### config.mk
export PLATFORM = sky130hd
export DESIGN_NAME = front_panel_debounce
export DESIGN_NICKNAME = d
export VERILOG_FILES = /design/src/rtl/front_panel_debounce.sv
export SDC_FILE = /design/constraint.sdc
export NUM_CORES = 1
export LEC_CHECK = 0
export ABC_AREA = 1
export CAP_MARGIN = 20
export CORE_MARGIN = 2
export CORE_UTILIZATION = 50
export DETAILED_ROUTE_END_ITERATION = 6
export HOLD_SLACK_MARGIN = 0.12
export PLACE_DENSITY = 0.68
export SLEW_MARGIN = 40
export SYNTH_ARGS = -nofsm -noshare
export SYNTH_HDL_FRONTEND = slang
export SYNTH_SLANG_ARGS = --single-unit
### constraint.sdc
create_clock -name SYSCLK -period 1.8 [get_ports SYSCLK]
set_input_delay 0.45 -clock SYSCLK [delete_from_list [all_inputs] [get_ports SYSCLK]]
set_output_delay 0.45 -clock SYSCLK [all_outputs]
set_load 0.005 [all_outputs]
### src/rtl/front_panel_debounce.sv
`default_nettype none
// ============================================================================
//  Module      : front_panel_debounce
//  Description : Synchronises, debounces and edge-detects the four raw
//                front-panel switches (RESET, CLEAR, RUN, HALT). Produces
//                one-cycle press pulses, a stretched reset pulse, the
//                debounced levels and a busy indication.
//                Optional build macro FP_INTERLOCK_EN: when defined, a RUN
//                press is dropped while HALT is high or accepting.
//  Revision    : 1.0  initial release
// ============================================================================
module front_panel_debounce #(
    parameter int DEBOUNCE_CYCLES = 1024,
    parameter int RESET_STRETCH   = 16
) (
    input  logic       SYSCLK,
    input  logic       RESET,
    input  logic       pin_RESET,
    input  logic       pin_CLEAR,
    input  logic       pin_RUN,
    input  logic       pin_HALT,
    output logic       sw_RESET,
    output logic       sw_CLEAR,
    output logic       sw_RUN,
    output logic       sw_HALT,
    output logic [3:0] sw_level,
    output logic       busy
);

    localparam int                 c_CNT_W    = $clog2(DEBOUNCE_CYCLES);
    localparam logic [c_CNT_W-1:0] c_CNT_LAST = c_CNT_W'(DEBOUNCE_CYCLES - 1);
    localparam int                 c_STR_W    = $clog2(RESET_STRETCH + 1);
    localparam logic [c_STR_W-1:0] c_STR_LOAD = c_STR_W'(RESET_STRETCH);

    // Channel order everywhere: {HALT, RUN, CLEAR, RESET}
    logic [3:0]         w_pin;
    logic [3:0]         w_stable;
    logic [3:0]         w_rise;
    logic [3:0]         w_busy_ch;
    logic               w_run_evt;
    logic [2:0]         r_pulse;    // {HALT, RUN, CLEAR}
    logic [c_STR_W-1:0] r_stretch;

    assign w_pin = {pin_HALT, pin_RUN, pin_CLEAR, pin_RESET};

    for (genvar gi = 0; gi < 4; gi++) begin : g_chan
        logic               r_s1;
        logic               r_s2;
        logic               r_stable;
        logic [c_CNT_W-1:0] r_cnt;
        logic               w_differ;
        logic               w_accept;

        assign w_differ = r_s2 ^ r_stable;
        assign w_accept = w_differ && (r_cnt == c_CNT_LAST);

        // Two-flop synchroniser followed by a restart-on-agreement debounce counter
        always_ff @(posedge SYSCLK) begin
            if (RESET) begin
                r_s1     <= 1'b0;
                r_s2     <= 1'b0;
                r_stable <= 1'b0;
                r_cnt    <= '0;
            end else begin
                r_s1 <= w_pin[gi];
                r_s2 <= r_s1;
                if (!w_differ) begin
                    r_cnt <= '0;
                end else if (w_accept) begin
                    r_stable <= r_s2;
                    r_cnt    <= '0;
                end else begin
                    r_cnt <= r_cnt + 1'b1;
                end
            end
        end

        assign w_stable[gi]  = r_stable;
        assign w_rise[gi]    = w_accept & r_s2;
        assign w_busy_ch[gi] = |r_cnt;
    end

`ifdef FP_INTERLOCK_EN
    // HALT dominates: a RUN press is discarded while HALT is high or rising
    assign w_run_evt = w_rise[2] & ~w_stable[3] & ~w_rise[3];
`else
    assign w_run_evt = w_rise[2];
`endif

    // Register press pulses so they line up with the debounced level rise
    always_ff @(posedge SYSCLK) begin
        if (RESET) begin
            r_pulse <= '0;
        end else begin
            r_pulse <= {w_rise[3], w_run_evt, w_rise[1]};
        end
    end

    // Reset stretch counter: load on accepted RESET press, count down to zero
    always_ff @(posedge SYSCLK) begin
        if (RESET) begin
            r_stretch <= '0;
        end else if (w_rise[0]) begin
            r_stretch <= c_STR_LOAD;
        end else if (r_stretch != '0) begin
            r_stretch <= r_stretch - 1'b1;
        end
    end

    assign sw_RESET = (r_stretch != '0);
    assign sw_CLEAR = r_pulse[0];
    assign sw_RUN   = r_pulse[1];
    assign sw_HALT  = r_pulse[2];
    assign sw_level = w_stable;
    assign busy     = (|w_busy_ch) | (r_stretch != '0);

endmodule
`default_nettype wire

Run 1, cell area per tile:
The die is cut into 8 by 8 equal tiles; white is low, dark blue is high, 0 to 100% covered.
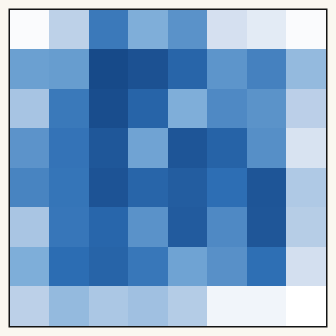
28% of the tiles are over 75% full. 1.6% of the tiles are nearly empty. The mean over all tiles is 55%. The fullest tile reaches 90%.
Final Core Density: 63.9%
fp_density: 51.1%
core area: 5440 um2

Run 1, sequential cells grouped by signal name:
Scale bar: 20 um. Other sequential cells in the stronger grey, the rest of the logic in the fainter grey.
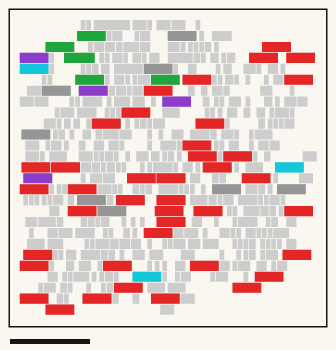
Key: r_pulse = cyan [sequential cells 3]; r_stretch = green [sequential cells 5, where north-west]; g_chan.r_s1 = purple [sequential cells 4]; g_chan.r_cnt = red [sequential cells 40, where widely spread]

Run 1, cell classes on the final placement:
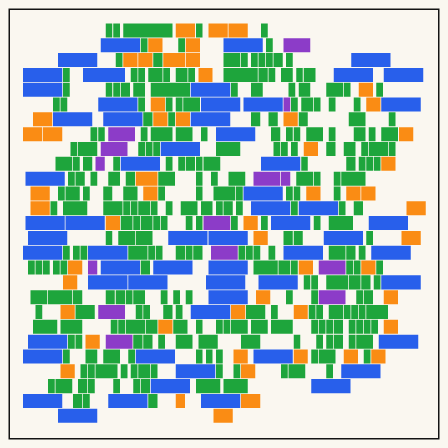
Key: remaining buffers and delay cells = orange [cells 55]; remaining logic cells = green [cells 293]; clock drivers and dummy loads = purple [cells 14]; sequential cells = blue [cells 60]

==> flow_summary.json, run 1 <==
{
  "syn_area_um2": 2780,
  "ys_async_sr_fraction_pct": 0,
  "grt_setup_unrepaired": "true",
  "pwr-share-comb_pct": 21.5,
  "wirelength_um": 5150,
  "drtPass1Iterations": 4,
  "grt_pass1_wl_um": 8980,
  "edf_count": 0,
  "drt_iter0_markers": 63,
  "yosys_cells": 358,
  "synth_seq_share_pct": 43.2,
  "nets": 434,
  "setup_tns_ps": -264,
  "holdBufCountCts": 0,
  "die_area_um2": 6170,
  "grtUsageMet2_pct": 31.5,
  "required_ps": 1350,
  "antenna_found_initial": 0,
  "slew_viol_final": 0,
  "grt_usage_pct": 18.8,
  "top_area_share_pct": 43.2,
  "path_class": "register to output port",
  "avgSynthCellArea_um2": 7.76,
  "min_period_ps": 1960,
  "period_used_pct": 109,
  "fin_hold_ws_ps": 406,
  "yosysWarnings": 0,
  "status": "complete, but fails checks",
  "clk_latency_ps": 330,
  "grt_max_degree": 11,
  "cts_sinks": 60,
  "ioPinCount": 15,
  "top_area_cell": "dfxtp_1",
  "warning_count": 32,
  "fmax_mhz": 509,
  "cp.arrival_ps": 1510,
  "post-dp-hpwl_um": 3840,
  "leakagePower_uw": 0.00142,
  "hp-class": "register to register",
  "switching_power_uw": 819,
  "start_kind": "register",
  "cts-buffers-inserted": 9,
  "drcViolationCount": 0,
  "synthFlopType": "dfxtp_1",
  "p_sw_share_pct": 26.8,
  "gp_congestion": 0.794,
  "die_h_um": 78.6,
  "drv_cap": 0,
  "drive_above_1_share_pct": 22.5,
  "crit_path_max_fanout": 2,
  "diodes": 0,
  "common_cells": "nor2_1 (62), dfxtp_1 (60), inv_1 (58)",
  "clk_pin_slew_ps": 60,
  "grt_pass1_vias": 2176,
  "seqPwrFrac_pct": 46.1,
  "grt-ovfl-total": 0,
  "netlist_instances": 358,
  "p_clk_share_pct": 32.4,
  "relSlewSlack_pct": 82.5,
  "via_count": 2295,
  "via_per_inst": 4.65,
  "cts_tree": "yes",
  "worst_slew_pin_slew_ps": 260,
  "finalHoldViolations": 0,
  "synth.distinct_cells": 29,
  "ys.flops": 60,
  "busiest_layer": "met2",
  "area_growth_pct": 25.1,
  "topCellsByArea": "dfxtp_1 (43%), nor2_1 (8.4%), inv_1 (7.8%)",
  "h-tree-depth": 3,
  "grtUsageMet3_pct": 4.83,
  "setup_viol": 2,
  "cts_buffer_depth": 2,
  "syn_nets": 373,
  "cp-end-kind": "output port",
  "violations": "negative setup slack",
  "std_cell_rows": 27,
  "ys_area_um2": 2780,
  "synth_top_cell_by_count": "nor2_1",
  "grt_use_met1_pct": 21.7,
  "finClkSkew_ps": 8.64,
  "wl_per_cell_um": 10.4,
  "worst_slack_ps": -164,
  "power_uw": 3060,
  "internal_power_uw": 2240,
  "p_per_area_nw_per_um2": 880,
  "io_buffer_count": 14,
  "die_w_um": 78.6,
  "ant_nets": 0,
  "r2r_slack_ps": 260,
  "peakVddDrop_mv": 0.608,
  "cts_root_buffer": "clkbuf_8"
}
[run 1: repair_timing]
action                     in CTS  in global routing
setup endpoints to repair       2                  2
pin swaps                       5                  4
resized                        19                  1
setup buffers                   3                  1
[run 1: cells by family after synthesis]
family	share of synthesized area [%]
xor+xnor	7.25
compound gates	4.41
buf+inv	9.46
fa+ha+maj	4.05
simple gates	31.6
flops	43.2
[run 1: final cells by class]
class / instances / area [um2]
tap: 72 / 90.1
fill: 483 / 1960
clock buffer: 11 / 141
timing repair buffer: 55 / 448
sequential: 60 / 1200
multi-input combinational: 232 / 1350
clock inverter: 3 / 15.0
inverter: 61 / 229
[run 1: metrics by stage]
stage	utilization (%)	instance area, um2	cells	setup WS [ps]
CTS	63.7	3460	493	-231
detailed placement	59.8	3250	476	-269
floorplan	-	2780	358	234
finish	63.9	3480	494	-164
global placement	59.8	3250	476	-202
global route	63.9	3480	494	-246
[run 1: state kept, by name, indices dropped and copies added, names as in the netlist]
name	flops
g_chan.r_stable	4
r_stretch	5
r_pulse	3
g_chan.r_s2	4
g_chan.r_cnt	40
g_chan.r_s1	4
[run 1: per-layer routing]
layer,part of all wire [%],wire [um]
met2,49,2500
met4,2.2,114
met3,2.7,140
met1,46,2390
met5,0,0
[run 1: final timing paths]
path,start,end,cells after the start
max,r_stretch[0],busy,8
min reg2reg,g_chan[1].r_s1,g_chan[1].r_s2,2
max reg2reg,r_stretch[0],r_stretch[0],11
min,g_chan[1].r_s1,g_chan[1].r_s2,2
[run 1: placed cells by master, fill, tap and decap left out, types with 9 or more instances in the layout]
cell type,instances
buf_4,40
nor2_1,62
nand4_1,9
dfxtp_1,59
xnor2_1,10
clkbuf_8,10
a21oi_1,9
clkdlybuf4s50_1,12
nand2_1,54
inv_1,55
xor2_1,13
nand3_1,19
[run 1: worst max-delay path, cell delays in order (launching register included)]
cell      delay [ps]
dfxtp_1          310
inv_2             70
ha_4             140
inv_2             40
nor2_4           100
nand3b_4         100
nor3_2           160
nand3_1          110
buf_2            150
[run 1: power by group through the flow]
stage | Sequential (uW) | Clock [uW] | Combinational [uW]
3_5_place_dp | 1430 | 0 | 475
4_1_cts | 1410 | 1020 | 617
6_report | 1410 | 992 | 658
2_1_floorplan | 1430 | 0 | 255
5_1_grt | 1410 | 1080 | 717
3_3_place_gp | 1430 | 0 | 458
==> run 2: changes to the inputs <==
--- a/config.mk
+++ b/config.mk
@@ -10,6 +10,7 @@
 export CORE_MARGIN = 2
 export CORE_UTILIZATION = 50
 export DETAILED_ROUTE_END_ITERATION = 6
+export GPL_TIMING_DRIVEN = 0
 export HOLD_SLACK_MARGIN = 0.12
 export PLACE_DENSITY = 0.68
 export SLEW_MARGIN = 40
==> constraint.sdc (replaced) <==
create_clock -name SYSCLK -period 1.9 [get_ports SYSCLK]
set_input_delay 0.475 -clock SYSCLK [delete_from_list [all_inputs] [get_ports SYSCLK]]
set_output_delay 0.475 -clock SYSCLK [all_outputs]
set_load 0.005 [all_outputs]
Run 2, cell classes on the final placement:
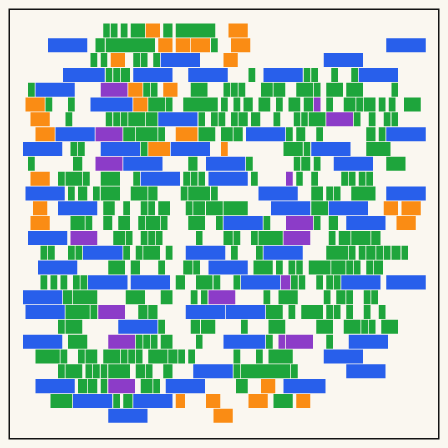
Key: clock drivers and dummy loads = purple [cells 16]; sequential cells = blue [cells 60]; remaining buffers and delay cells = orange [cells 29]; remaining logic cells = green [cells 293]

==> run 2 against run 1 <==
  * The flow still finishes with violations (negative setup slack)
  * Power decreased by 1.7%
  * Largest cell class unchanged
  * Worst setup slack improved by 77 ps
  * Clock power increased by 5%
  * Global-route usage decreased by 0.26 points
  * Core utilization decreased by 2.7 points
  * Highest routed layer unchanged
  * Wire length decreased by 1.9%
==> flow_summary.json, run 2 <==
{
  "status": "complete, but fails checks",
  "violations": "negative setup slack",
  "hold-path-cell-count": 2,
  "worst_slack_ps": -87.6,
  "syn_area_um2": 2780,
  "clk_latency_ps": 330,
  "mi_logic_area_um2": 1380,
  "initCoreUtil_pct": 51.1,
  "layoutNonFillerInstCount": 470,
  "holdBufCountCts": 0,
  "path_class": "register to output port",
  "drt_iter0_markers": 49,
  "fp.coreArea_um2": 5440,
  "yosysWarnings": 0,
  "regMostFlops": "g_chan.r_cnt",
  "largestRegisters": "g_chan.r_cnt x40, r_stretch x5",
  "period_used_pct": 105,
  "via_per_inst": 4.73,
  "crit_slowest_cell": "dfxtp_2",
  "dpl_cell_area_um2": 3010,
  "relSlewSlack_pct": 66.4,
  "warning_count": 32,
  "r2r_slack_ps": 220,
  "leakagePower_uw": 0.00130,
  "synth.distinct_cells": 29,
  "p_per_area_nw_per_um2": 902,
  "cp-end-kind": "output port",
  "synth_top_cell_by_count": "nor2_1",
  "grt_max_degree": 11,
  "grt-ovfl-total": 0,
  "edf_count": 0,
  "fmax_mhz": 503,
  "ant_nets": 0,
  "finalHoldViolations": 0,
  "cts_tree": "yes",
  "synth_seq_share_pct": 43.2,
  "r2r_start": "r_stretch[1]",
  "crit_path_frequent_cell": "inv_2",
  "nets": 408,
  "cts-buffers-inserted": 9,
  "wirelength_um": 5050,
  "antenna_found_initial": 0,
  "grt_usage_pct": 18.5,
  "setup_viol": 2,
  "ys_area_um2": 2780,
  "die_w_um": 78.6,
  "start_kind": "register",
  "h-tree-depth": 3,
  "min-delay-start": "g_chan[3].r_s1",
  "postLayoutCellArea_um2": 3330,
  "top_area_share_pct": 43.2,
  "fin_hold_ws_ps": 403,
  "crit_path_max_fanout": 3,
  "cpPeakStageDelay_ps": 320,
  "r2r-end": "r_stretch[1]",
  "avgSynthCellArea_um2": 7.76,
  "worstPathCellList": "inv_2 > ha_4 > inv_2 > nor2_4 > nand3b_4 > nor3_2 > nand3_1 > buf_2",
  "area_growth_pct": 19.9,
  "cts_sinks": 60,
  "via_count": 2223,
  "setup_tns_ps": -174,
  "seqCellArea_um2": 1210,
  "ys_async_sr_fraction_pct": 0,
  "dp_worst_setup_slack_ps": -340,
  "drive_above_1_share_pct": 19.3,
  "synthFlopType": "dfxtp_1",
  "grt_pass1_wl_um": 8950,
  "cts_buffer_depth": 2,
  "finClkSkew_ps": 3.98,
  "ys.flops": 60,
  "dp_cells": 444,
  "gp_congestion": 0.811,
  "slew_viol_final": 0,
  "grt_setup_unrepaired": "true",
  "common_cells": "nor2_1 (62), dfxtp_1 (60), inv_1 (58)",
  "drv_cap": 0,
  "cts_root_buffer": "clkbuf_8",
  "hp-class": "register to register",
  "worst_slew_pin_slew_ps": 504,
  "io_buffer_count": 14,
  "syn_nets": 373,
  "hold_end": "g_chan[3].r_s2",
  "final_cell_mix": "nor2_1 (62), dfxtp_1 (56), inv_1 (53), nand2_1 (53), nand3_1 (19)",
  "ioPinCount": 15,
  "ff2ff_path_depth": 14,
  "top_area_cell": "dfxtp_1",
  "die_area_um2": 6170,
  "netlist_instances": 358,
  "clk_pin_slew_ps": 60,
  "die_h_um": 78.6,
  "topCellsByArea": "dfxtp_1 (43%), nor2_1 (8.4%), inv_1 (7.8%)",
  "drtPass1Iterations": 4,
  "grt_pass1_vias": 2113,
  "peakVddDrop_mv": 0.756,
  "diodes": 0,
  "largest_reg_flops": 40,
  "cp.arrival_ps": 1510,
  "yosys_cells": 358,
  "min_period_ps": 1990,
  "required_ps": 1420,
  "post-dp-hpwl_um": 3490,
  "wl_per_cell_um": 10.7,
  "mostFrequentLayoutCell": "nor2_1",
  "drcViolationCount": 0
}
Run 2, cell outlines without signal wires:
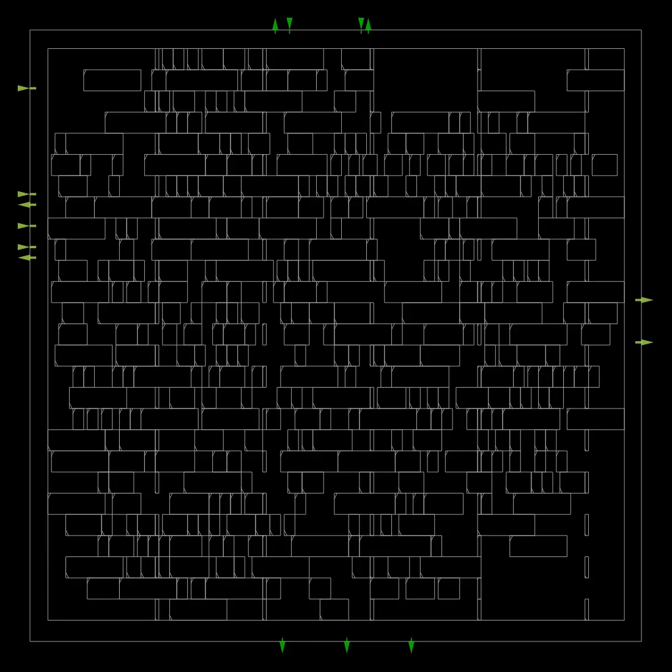
row count: 27
Final Core Density: 61.3%
Filler Cells Inserted: 488

## run 2: cell counts after synthesis
No cell type changed its count.
## run 2: kinds of logic after synthesis
logic type / count (synthesis) / share of synthesized area [%]
AND-OR/OR-AND: 21 / 4.41
XOR/XNOR: 23 / 7.25
adder cells (fa/ha/maj): 9 / 4.05
buffers and inverters: 66 / 9.46
flip-flops: 60 / 43.2
AND/OR/NAND/NOR: 179 / 31.6
## run 2: what timing repair did
| item | CTS | global route |
|---|---|---|
| buffers inserted | 9 | 1 |
| pin swaps | 9 | 1 |
| resized | 28 | 2 |
| endpoints found under the setup margin | 2 | 2 |
## run 2: cell type report
cell class	instances	area share [%]
Tap cell	72	2.70
Buffer	5	1.01
Sequential cell	60	36.2
Multi-Input combinational cell	232	41.3
Inverter	61	6.87
Clock buffer	15	5.29
Timing Repair Buffer	24	6.46
Clock inverter	1	0.150
## run 2: how the worst max path moves through the flow
stage | startpoint | endpoint
finish | r_stretch[1] | busy
global placement | r_stretch[0] | busy
global route | r_stretch[1] | busy
detailed placement | r_stretch[0] | busy
floorplan | r_stretch[0] | busy
CTS | r_stretch[1] | busy
## run 2: metrics by stage
| stage | utilization (%) | power, uW |
|---|---|---|
| 2_1_floorplan | - | 1600 |
| 3_3_place_gp | 55.3 | 1720 |
| 3_5_place_dp | 55.3 | 1730 |
| 4_1_cts | 60.9 | 2960 |
| 5_1_grt | 61.3 | 3150 |
| 6_report | 61.3 | 3010 |
## run 2: where the power goes
group          switching (uW)  internal (uW)
Clock                     463            580
Sequential               37.9           1310
Combinational             292            325
## run 2: layer usage
layer / GRT usage [%] / vias up / part of all wire (%) / wire [um]
met5: 0 / - / 0 / 0
met4: 11.4 / 0 / 3.4 / 174
met3: 4.25 / 13 / 2.4 / 122
met2: 30.7 / 18 / 47 / 2390
met1: 21.5 / 1024 / 47 / 2360
li1: - / 1168 / - / -
## run 2: worst max-delay path, delay by kind of cell (launching register included)
family                     cells  cell delay (ps)
and+or+nand+nor                4              450
DFF                            1              320
adders and majority gates      1              140
buffers and inverters          3              260
==> run 3: changes to the inputs <==
--- a/config.mk
+++ b/config.mk
@@ -9,6 +9,7 @@
 export CAP_MARGIN = 20
 export CORE_MARGIN = 2
 export CORE_UTILIZATION = 50
+export CTS_CLUSTER_SIZE = 8
 export DETAILED_ROUTE_END_ITERATION = 6
 export GPL_TIMING_DRIVEN = 0
 export HOLD_SLACK_MARGIN = 0.12
Run 3, sequential cells grouped by signal name:
Scale bar: 20 um. Other sequential cells in the stronger grey, the rest of the logic in the fainter grey.
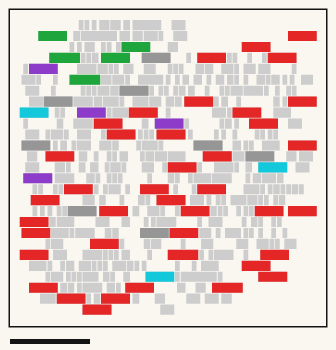
Key: r_pulse = cyan [sequential cells 3]; g_chan.r_s1 = purple [sequential cells 4]; g_chan.r_cnt = red [sequential cells 40, where widely spread]; r_stretch = green [sequential cells 5, where north-west]
Another 8 sequential cells are not coloured.

==> run 3 against run 2 <==
  * Global-route usage did not move
  * Count of clock-buffer cells in the layout unchanged
  * Worst hold slack did not move
  * The run still ends with negative setup slack left
  * Area after synthesis unchanged
  * Sequential cell count unchanged
  * Fmax is the same
  * Final cell count unchanged
==> flow_summary.json, run 3 <==
{
  "synth_top_cell_by_count": "nor2_1",
  "grt_pass1_vias": 2113,
  "relSlewSlack_pct": 66.4,
  "netlist_instances": 358,
  "cts_root_buffer": "clkbuf_8",
  "synth.distinct_cells": 29,
  "clk_pin_slew_ps": 60,
  "grt_max_degree": 11,
  "yosysWarnings": 0,
  "via_per_inst": 4.73,
  "warning_count": 32,
  "hp-class": "register to register",
  "r2r_start": "r_stretch[1]",
  "crit_path_max_fanout": 3,
  "ff2ff_path_depth": 14,
  "drive_above_1_share_pct": 19.3,
  "yosys.area_share.simple_pct": 31.6,
  "gp_congestion": 0.811,
  "clk_latency_ps": 330,
  "layoutNonFillerInstCount": 470,
  "drcViolationCount": 0,
  "cp.arrival_ps": 1510,
  "mostFrequentLayoutCell": "nor2_1",
  "top_area_share_pct": 43.2,
  "std_cell_rows": 27,
  "setup_viol": 2,
  "syn_nets": 373,
  "largest_reg_flops": 40,
  "dp_worst_setup_slack_ps": -340,
  "leakagePower_uw": 0.00130,
  "period_used_pct": 105,
  "worst_slack_ps": -87.6,
  "worst_slew_pin_slew_ps": 504,
  "p_per_area_nw_per_um2": 902,
  "via_count": 2223,
  "required_ps": 1420,
  "status": "complete, but fails checks",
  "drt_iter0_markers": 49,
  "dpl_cell_area_um2": 3010,
  "synthFlopType": "dfxtp_1",
  "ys_async_sr_fraction_pct": 0,
  "nets": 408,
  "slew_viol_final": 0,
  "top_area_cell": "dfxtp_1",
  "critPathCapture": "busy",
  "final_core_util_pct": 61.3,
  "antenna_found_initial": 0,
  "ys_sh_aoi_pct": 4.41,
  "synth_seq_share_pct": 43.2,
  "wl_per_cell_um": 10.7,
  "synth-xor-area-share_pct": 7.25,
  "cts_tree": "yes",
  "diodes": 0,
  "cts-buffers-inserted": 9,
  "violations": "negative setup slack",
  "num-fill-cells": 488,
  "grt_setup_unrepaired": "true",
  "wirelength_um": 5050,
  "fp.coreArea_um2": 5440,
  "yosys_cells": 358,
  "start_kind": "register",
  "die_area_um2": 6170,
  "fmax_mhz": 503,
  "grt-ovfl-total": 0,
  "drtPass1Iterations": 4,
  "r2r-end": "r_stretch[1]",
  "common_cells": "nor2_1 (62), dfxtp_1 (60), inv_1 (58)",
  "final_cell_mix": "nor2_1 (62), dfxtp_1 (56), inv_1 (53), nand2_1 (53), nand3_1 (19)",
  "area_growth_pct": 19.9,
  "min-delay-start": "g_chan[3].r_s1",
  "startpoint": "r_stretch[1]",
  "drv_cap": 0,
  "edf_count": 0,
  "hold-path-cell-count": 2,
  "cts_sinks": 60,
  "finalHoldViolations": 0,
  "initCoreUtil_pct": 51.1,
  "mux_area_share_pct": 0,
  "die_w_um": 78.6,
  "ant_nets": 0,
  "holdBufCountCts": 0,
  "post-dp-hpwl_um": 3490,
  "dp_cells": 444,
  "cts_buffer_depth": 2,
  "ys_sh_adder_pct": 4.05,
  "largestRegisters": "g_chan.r_cnt x40, r_stretch x5",
  "peakVddDrop_mv": 0.756,
  "die_h_um": 78.6,
  "r2r_slack_ps": 220,
  "min_period_ps": 1990,
  "h-tree-depth": 3,
  "regMostFlops": "g_chan.r_cnt",
  "ioPinCount": 15,
  "finClkSkew_ps": 3.98,
  "grt_pass1_wl_um": 8950,
  "ys_area_um2": 2780,
  "syn_area_um2": 2780,
  "topCombFamilyByArea": "simple AND/OR/NAND/NOR gates",
  "io_buffer_count": 14
}
Run 3, cell classes on the final placement:
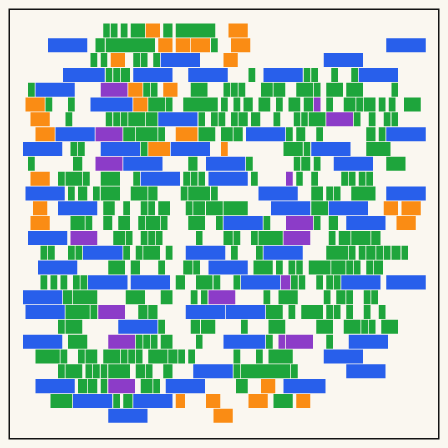
Key: remaining buffers and delay cells = orange [cells 29]; remaining logic cells = green [cells 293]; clock drivers and dummy loads = purple [cells 16]; sequential cells = blue [cells 60]
Seq/total area: 36.2%
fin area: 3330 um2

==> run 3: what timing repair did <==
action                     in CTS  in global routing
setup endpoints to repair       2                  2
setup buffers                   9                  1
pin swaps                       9                  1
cloned                          0                  0
resized                        28                  2
==> run 3: cell type report <==
| cell class | count | area (um2) | area share, % |
|---|---|---|---|
| buffer | 5 | 33.8 | 1.01 |
| clock buffer | 15 | 176 | 5.29 |
| clock inverter | 1 | 5.00 | 0.150 |
| inverter | 61 | 229 | 6.87 |
| multi-input combinational | 232 | 1380 | 41.3 |
| sequential | 60 | 1210 | 36.2 |
| tap | 72 | 90.1 | 2.70 |
| timing repair buffer | 24 | 215 | 6.46 |
==> run 3: critical path, stage by stage, from the launching register on <==
cell      delay (ps)
dfxtp_2          320
inv_2             80
ha_4             140
inv_2             40
nor2_4           120
nand3b_4         110
nor3_2           120
nand3_1          100
buf_2            140
==> run 3: metal layers <==
metal  track usage (%)  part of all wire [%]  up-vias
met1              21.5                    47     1024
met4              11.4                   3.4        0
met2              30.7                    47       18
li1                  -                     -     1168
met3              4.25                   2.4       13
met5                 0                     0        -
==> run 3: per-stage QoR <==
step                      hold slack [ps]  power (uW)  TNS, ps
after floorplan                       388        1600        0
after global placement                395        1720     -512
after detailed placement              399        1730     -786
after CTS                             407        2960    -94.1
after global routing                  424        3150     -284
final                                 403        3010     -174
==> run 3: cell families (layout without fill, tap and decap cells) <==
| family | after synthesis | after routing |
|---|---|---|
| xor+xnor | 23 | 23 |
| flops | 60 | 60 |
| simple gates | 179 | 179 |
| buf+inv | 66 | 106 |
| compound gates | 21 | 21 |
| fa+ha+maj | 9 | 9 |
==> run 3: power by group <==
group / switching (uW) / internal [uW]
combinational: 292 / 325
clock: 463 / 580
sequential: 37.9 / 1310
total: 793 / 2210
==> run 3: worst min-delay path by stage <==
stage                     slack, ps             end
after floorplan                 390  g_chan[0].r_s2
after global placement          390  g_chan[0].r_s2
after detailed placement        400  g_chan[3].r_s2
after CTS                       410  g_chan[3].r_s2
after global routing            420  g_chan[1].r_s2
final                           400  g_chan[3].r_s2
Power is estimated from default activity; no workload was simulated.
